run_1/met1.png
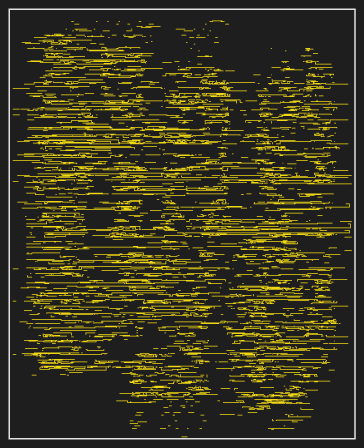
run_1/registers.png
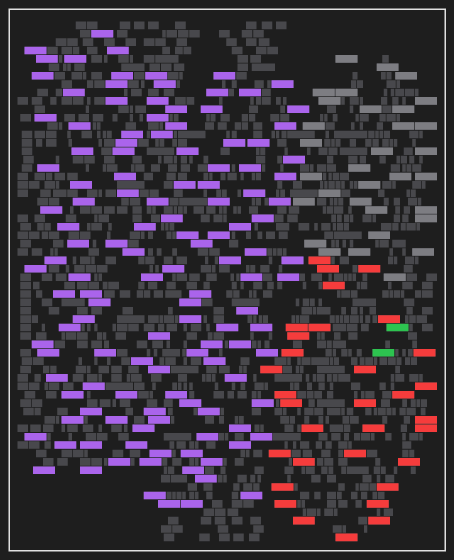
run_1/port_nets.png
Scale bar: 50 µm.
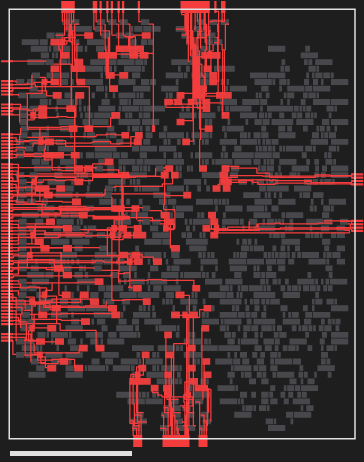
==> config.mk <==
export PLATFORM = sky130hd
export DESIGN_NAME = msk_rnd_prng
export DESIGN_NICKNAME = d
export VERILOG_FILES = /design/src/rtl/msk_rnd_prng.sv
export SDC_FILE = /design/constraint.sdc
export NUM_CORES = 1
export LEC_CHECK = 0
export CORE_ASPECT_RATIO = 1.25
export CORE_MARGIN = 2
export CORE_UTILIZATION = 40
export DETAILED_ROUTE_END_ITERATION = 8
export GPL_ROUTABILITY_DRIVEN = 0
export GPL_TIMING_DRIVEN = 0
export PLACE_DENSITY = 0.59
export SLEW_MARGIN = 30
export SYNTH_ARGS = -nofsm -noshare
export SYNTH_HDL_FRONTEND = slang
export SYNTH_SLANG_ARGS = --single-unit
==> constraint.sdc <==
create_clock -name clk -period 3.14 [get_ports clk]
set_clock_uncertainty 0.05 [all_clocks]
set_input_delay 0.628 -clock clk [delete_from_list [all_inputs] [get_ports clk]]
set_output_delay 0.628 -clock clk [all_outputs]
set_load 0.03 [all_outputs]
==> flow_metrics.env, run 1 <==
# implementation run metrics
export IMPL_dpl_worst_slack_ps=-1280
export IMPL_syn_area_mm2=0.00935
export IMPL_synthArstFlopShare=0
export IMPL_rsz0062_at_grt="false"
export IMPL_ant_nets=0
export IMPL_final_hold_viol_count=0
export IMPL_mostFrequentLayoutCell="dfxtp_1"
export IMPL_slew_headroom=0.490
export IMPL_yosys_cells=1061
export IMPL_die_height_um=175
export IMPL_warnings=27
export IMPL_cp_num_buf_inv=3
export IMPL_drtIter0Drc=376
export IMPL_fp_util=0.407
export IMPL_peakVddDrop_mv=0.339
export IMPL_min_path_cells=1
export IMPL_dieArea_mm2=0.0246
export IMPL_fp_row_count=62
export IMPL_track_usage=0.217
export IMPL_critPathArrivalTime_ps=3330
export IMPL_layout_cells_non_filler=1520
export IMPL_path_depth=9
export IMPL_report_final_setup_viol=0
export IMPL_cts_root_buf="clkbuf_16"
export IMPL_cp_start_kind="input pin"
export IMPL_crit_family="simple AND/OR/NAND/NOR gates"
export IMPL_edf_count=0
export IMPL_clkTransAtPathRegs_ps=70
export IMPL_status="finished, final reports clean"
export IMPL_cp_cell_sequence="clkdlybuf4s50_1, nor4_4, nand4_1, nor4_1, a21oi_1, buf_2, clkbuf_2, a221oi_2, nor2_1"
export IMPL_p_per_area_mw_per_mm2=495
export IMPL_synth_avg_cell_area_um2=8.82
export IMPL_critPathKind="in -> reg"
export IMPL_power_leakage_nw=5.04
export IMPL_grt_max_degree=20
export IMPL_cts_num_sinks=194
export IMPL_postPlaceCellArea_mm2=0.0111
export IMPL_clock_fmax_mhz=327
export IMPL_die_w_um=141
export IMPL_final_cell_area_mm2=0.0118
export IMPL_tns_ps=0
export IMPL_vias=8551
export IMPL_drive_gt1_frac=0.0544
export IMPL_synth_nets=1196
export IMPL_worst_slew_pin_slew_ps=765
export IMPL_slew_violations=0
export IMPL_dp_hpwl_um=20300
export IMPL_tritoncts="done"
export IMPL_overflow=0
export IMPL_ys_warnings_count=0
export IMPL_syn_inst=1061
export IMPL_areaGrowthSynthToFinish_pct=26.1
export IMPL_grt_pass1_wl_um=42300
export IMPL_nets=1353
export IMPL_crit_required_ps=3410
export IMPL_place_inst=1488
export IMPL_cp_end_kind="register"
export IMPL_wl_per_cell_um=17.6
export IMPL_ys_seq_frac=0.415
export IMPL_finalCriticalPeriod_ps=3060
export IMPL_cts_hold_buf=0
export IMPL_clock_path_buffers=2
export IMPL_ys_types=48
export IMPL_ys_ff=194
export IMPL_rr_worst_depth=7
export IMPL_hold_ws_ps=450
export IMPL_core_area_mm2=0.0230
export IMPL_cts_made_buffers=17
export IMPL_first_pass_iters=5
export IMPL_hp_class="reg -> reg"
export IMPL_mostFrequentLayoutCells="dfxtp_1 (194), clkdlybuf4s50_1 (139), nor2_1 (130)"
export IMPL_drv_cap=0
export IMPL_largest_register_ffs=128
export IMPL_antenna_found_initial=3
export IMPL_max_stage_delay_ps=490
export IMPL_clock_latency_ps=450
export IMPL_r2r_setup_slack_ps=180
export IMPL_power_mw=5.84
export IMPL_htree_levels=4
export IMPL_vias_per_cell=5.63
export IMPL_ys_chip_area_mm2=0.00935
export IMPL_drc=0
export IMPL_synth_main_ff_cell="dfxtp_1"
export IMPL_grt_pass1_vias=8230
export IMPL_crit_fanout=10
## Picture notes: met1.png
nets with wire on the layer = 1227
main direction = horizontal
share of all routed wire = 42%
met1 GRT Util: 0.258
overall routed net length: 26700 µm

## Picture notes: registers.png
st -> green  # sequential cells 2
s -> purple  # sequential cells 128
tcnt -> red  # sequential cells 32
Layout Utilization: 0.514
Register Area: 0.00388 mm²
Seq area share: 0.329

## Picture notes: port_nets.png
seed -> red  # direction input, end cells 160, wire 5480 µm
io pins: 140
Port Buffers: 139

==> run 1: power breakdown <==
part | leakage, nW | switching [mW] | internal [mW]
combinational | 3.16 | 0.467 | 0.457
sequential | 1.59 | 0.103 | 2.62
clock | 0.284 | 1.06 | 1.13
==> run 1: per-layer routing <==
metal / share of wire / track usage / up-vias / routed length (µm)
met5: 0.0014 / 0 / - / 38
met2: 0.49 / 0.369 / 213 / 13000
li1: - / - / 4224 / -
met4: 0.035 / 0.0925 / 6 / 940
met1: 0.42 / 0.258 / 4050 / 11200
met3: 0.059 / 0.0589 / 58 / 1570
==> run 1: repair_timing <==
| item | CTS | global route |
|---|---|---|
| setup buffers | 0 | 0 |
| cloned | 0 | 0 |
| gates resized | 10 | 11 |
| endpoints found under the setup margin | 58 | 99 |
| pin swaps | 0 | 1 |
==> run 1: final cells by class <==
cell class                      count  area (µm²)
Fill cell                        2202       11200
Clock buffer                       17         425
Inverter                            4        15.0
Multi-Input combinational cell    779        5210
Sequential cell                   194        3880
Buffer                             83         345
Clock inverter                     15         168
Timing Repair Buffer              139        1390
Antenna cell                        1        2.50
Tap cell                          288         360
==> run 1: cell usage after synthesis (all sizes together), types with 2 or more instances <==
library cell | number | area (µm²)
a211o | 2 | 17.5
a21oi | 14 | 70.1
a221oi | 59 | 517
a31oi | 5 | 31.3
a41oi | 2 | 17.5
and2 | 7 | 43.8
and3 | 10 | 62.6
and4 | 7 | 61.3
buf | 15 | 82.6
clkbuf | 69 | 260
dfxtp | 194 | 3880
ha | 3 | 37.5
inv | 4 | 15.0
mux2i | 69 | 691
nand2 | 108 | 405
nand3 | 24 | 120
nand4 | 28 | 190
nor2 | 131 | 508
nor2b | 6 | 37.5
nor3 | 13 | 65.1
nor3b | 4 | 30.0
nor4 | 46 | 300
o211a | 69 | 691
o21ai | 68 | 340
o31ai | 2 | 15.0
or2 | 3 | 18.8
or3 | 10 | 62.6
xnor2 | 31 | 272
xor2 | 47 | 412
==> run 1: cells by family after synthesis <==
logic type,synth area share
XOR/XNOR,0.0730
flip-flops,0.415
adder cells (fa/ha/maj),0.00401
AND-OR/OR-AND,0.187
AND/OR/NAND/NOR,0.209
buffers and inverters,0.0383
multiplexers,0.0738
--- run 2 (diff from run 1) ---
Settings changed: CTS_CLUSTER_DIAMETER set to 120.
run_2/clock_map.png
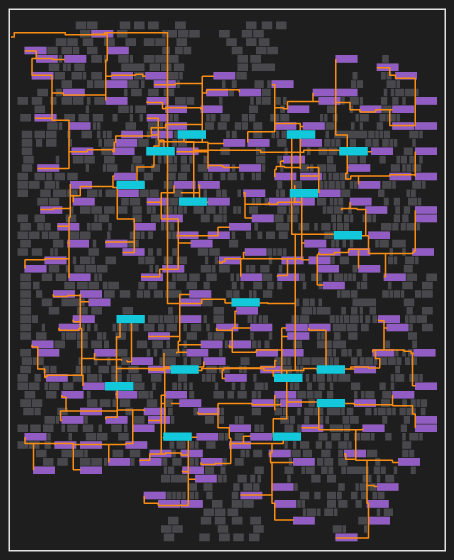
flip-flops -> purple  # count 194
clock wires -> orange  # length 2450 µm
cells driving clock nets -> cyan  # count 17
flops lie = spread over the die
Clock group: 2.20 mW
Clock Power Share: 0.376
Late-Pin Clk Latency: 450 ps

run_2/final_congestion.png
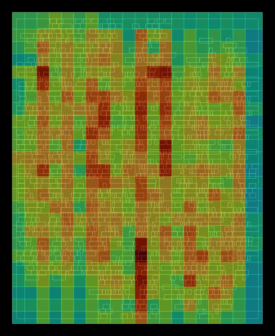
DR WL/cell: 17.6 µm
Top Usage Layer GRT: met2

==> run 2 against run 1 <==
Compared with the run above:
- maximum frequency unchanged
- global-route usage stayed put
- routed wire length did not move
- die area unchanged
- worst hold slack stayed put
- clock power hardly changed
- critical path type unchanged
- critical endpoint unchanged
==> flow_metrics.env, run 2 <==
# implementation run metrics
export IMPL_status="finished, final reports clean"
export IMPL_htree_levels=4
export IMPL_fp_util=0.407
export IMPL_grt_pass1_wl_um=42300
export IMPL_drc=0
export IMPL_crit_fanout=10
export IMPL_drv_cap=0
export IMPL_syn_inst=1061
export IMPL_cp_end_kind="register"
export IMPL_synth_main_ff_cell="dfxtp_1"
export IMPL_cp_cell_sequence="clkdlybuf4s50_1, nor4_4, nand4_1, nor4_1, a21oi_1, buf_2, clkbuf_2, a221oi_2, nor2_1"
export IMPL_nets=1353
export IMPL_syn_area_mm2=0.00935
export IMPL_cts_num_sinks=194
export IMPL_clkTransAtPathRegs_ps=70
export IMPL_tritoncts="done"
export IMPL_warnings=27
export IMPL_yosys_cells=1061
export IMPL_peakVddDrop_mv=0.339
export IMPL_grt_pass1_vias=8230
export IMPL_track_usage=0.217
export IMPL_top_cell="dfxtp_1"
export IMPL_utilization=0.514
export IMPL_final_hold_viol_count=0
export IMPL_slew_headroom=0.490
export IMPL_critPathArrivalTime_ps=3330
export IMPL_internal_power_mw=4.21
export IMPL_mostFrequentLayoutCells="dfxtp_1 (194), clkdlybuf4s50_1 (139), nor2_1 (130)"
export IMPL_drtIter0Drc=376
export IMPL_combPwrFrac=0.158
export IMPL_drive_gt1_frac=0.0544
export IMPL_fill_cells=2202
export IMPL_core_area_mm2=0.0230
export IMPL_clock_fmax_mhz=327
export IMPL_p_seq_frac=0.466
export IMPL_finalCriticalPeriod_ps=3060
export IMPL_synth_avg_cell_area_um2=8.82
export IMPL_cp_start_kind="input pin"
export IMPL_worst_slew_pin_slew_ps=765
export IMPL_ys_seq_frac=0.415
export IMPL_cp_num_buf_inv=3
export IMPL_antenna_found_initial=3
export IMPL_io_pins=140
export IMPL_netSwitchingFraction=0.279
export IMPL_p_switching_mw=1.63
export IMPL_crit_family="simple AND/OR/NAND/NOR gates"
export IMPL_layout_cells_non_filler=1520
export IMPL_grt_max_degree=20
export IMPL_rsz0062_at_grt="false"
export IMPL_report_final_setup_viol=0
export IMPL_rr_worst_depth=7
export IMPL_final_cell_area_mm2=0.0118
export IMPL_power_mw=5.84
## run 2: cell counts after synthesis
No cell type changed its count.
## run 2: cell type report
| cell class | instances | share of cell area |
|---|---|---|
| well taps | 288 | 0.0305 |
| repair buffers | 139 | 0.118 |
| flip-flops and latches | 194 | 0.329 |
| multi-input cells | 779 | 0.441 |
| plain buffers | 83 | 0.0293 |
| clock inverters | 15 | 0.0142 |
| clock buffers | 17 | 0.0361 |
| diodes | 1 | 0.000212 |
| inverters | 4 | 0.00127 |
## run 2: power by group through the flow
stage	Combinational (mW)	Clock, mW	Sequential [mW]
after floorplan	0.553	0	2.74
after global placement	0.906	0	2.78
after detailed placement	0.914	0	2.78
after CTS	0.925	2.25	2.72
after global routing	1.01	2.36	2.74
final	0.924	2.20	2.72
## run 2: logic make-up after synthesis
group | share of synthesized area
AND/OR/NAND/NOR | 0.209
AND-OR/OR-AND | 0.187
flip-flops | 0.415
buffers and inverters | 0.0383
XOR/XNOR | 0.0730
multiplexers | 0.0738
adder cells (fa/ha/maj) | 0.00401
## run 2: through the flow
step | setup TNS (ps) | hold slack [ps]
finish | 0 | 450
global route | 0 | 473
CTS | 0 | 454
detailed placement | -64500 | 433
global placement | -60950 | 429
floorplan | 0 | 415
## run 2: worst reg2reg max path: stages (launching register included)
cell and delay [ps]:
dfxtp_1 470, nand4_4 210, or4_4 640, nor3_1 230, xor2_1 100, a2111oi_0 430
or4b_1 510, o31ai_1 240
## run 2: what timing repair did
action / 4_1_cts / 5_1_grt
setup endpoints to repair: 58 / 99
pin swaps: 0 / 1
hold buffers: 0 / 0
resized: 10 / 11
## run 2: routing by layer
layer / track usage / up-vias / wire [µm]
met3: 0.0589 / 58 / 1570
li1: - / 4224 / -
met2: 0.369 / 213 / 13000
met1: 0.258 / 4050 / 11200
met4: 0.0925 / 6 / 940
met5: 0 / - / 38
Power figures rest on the tool's default switching activity, not on a simulated workload.
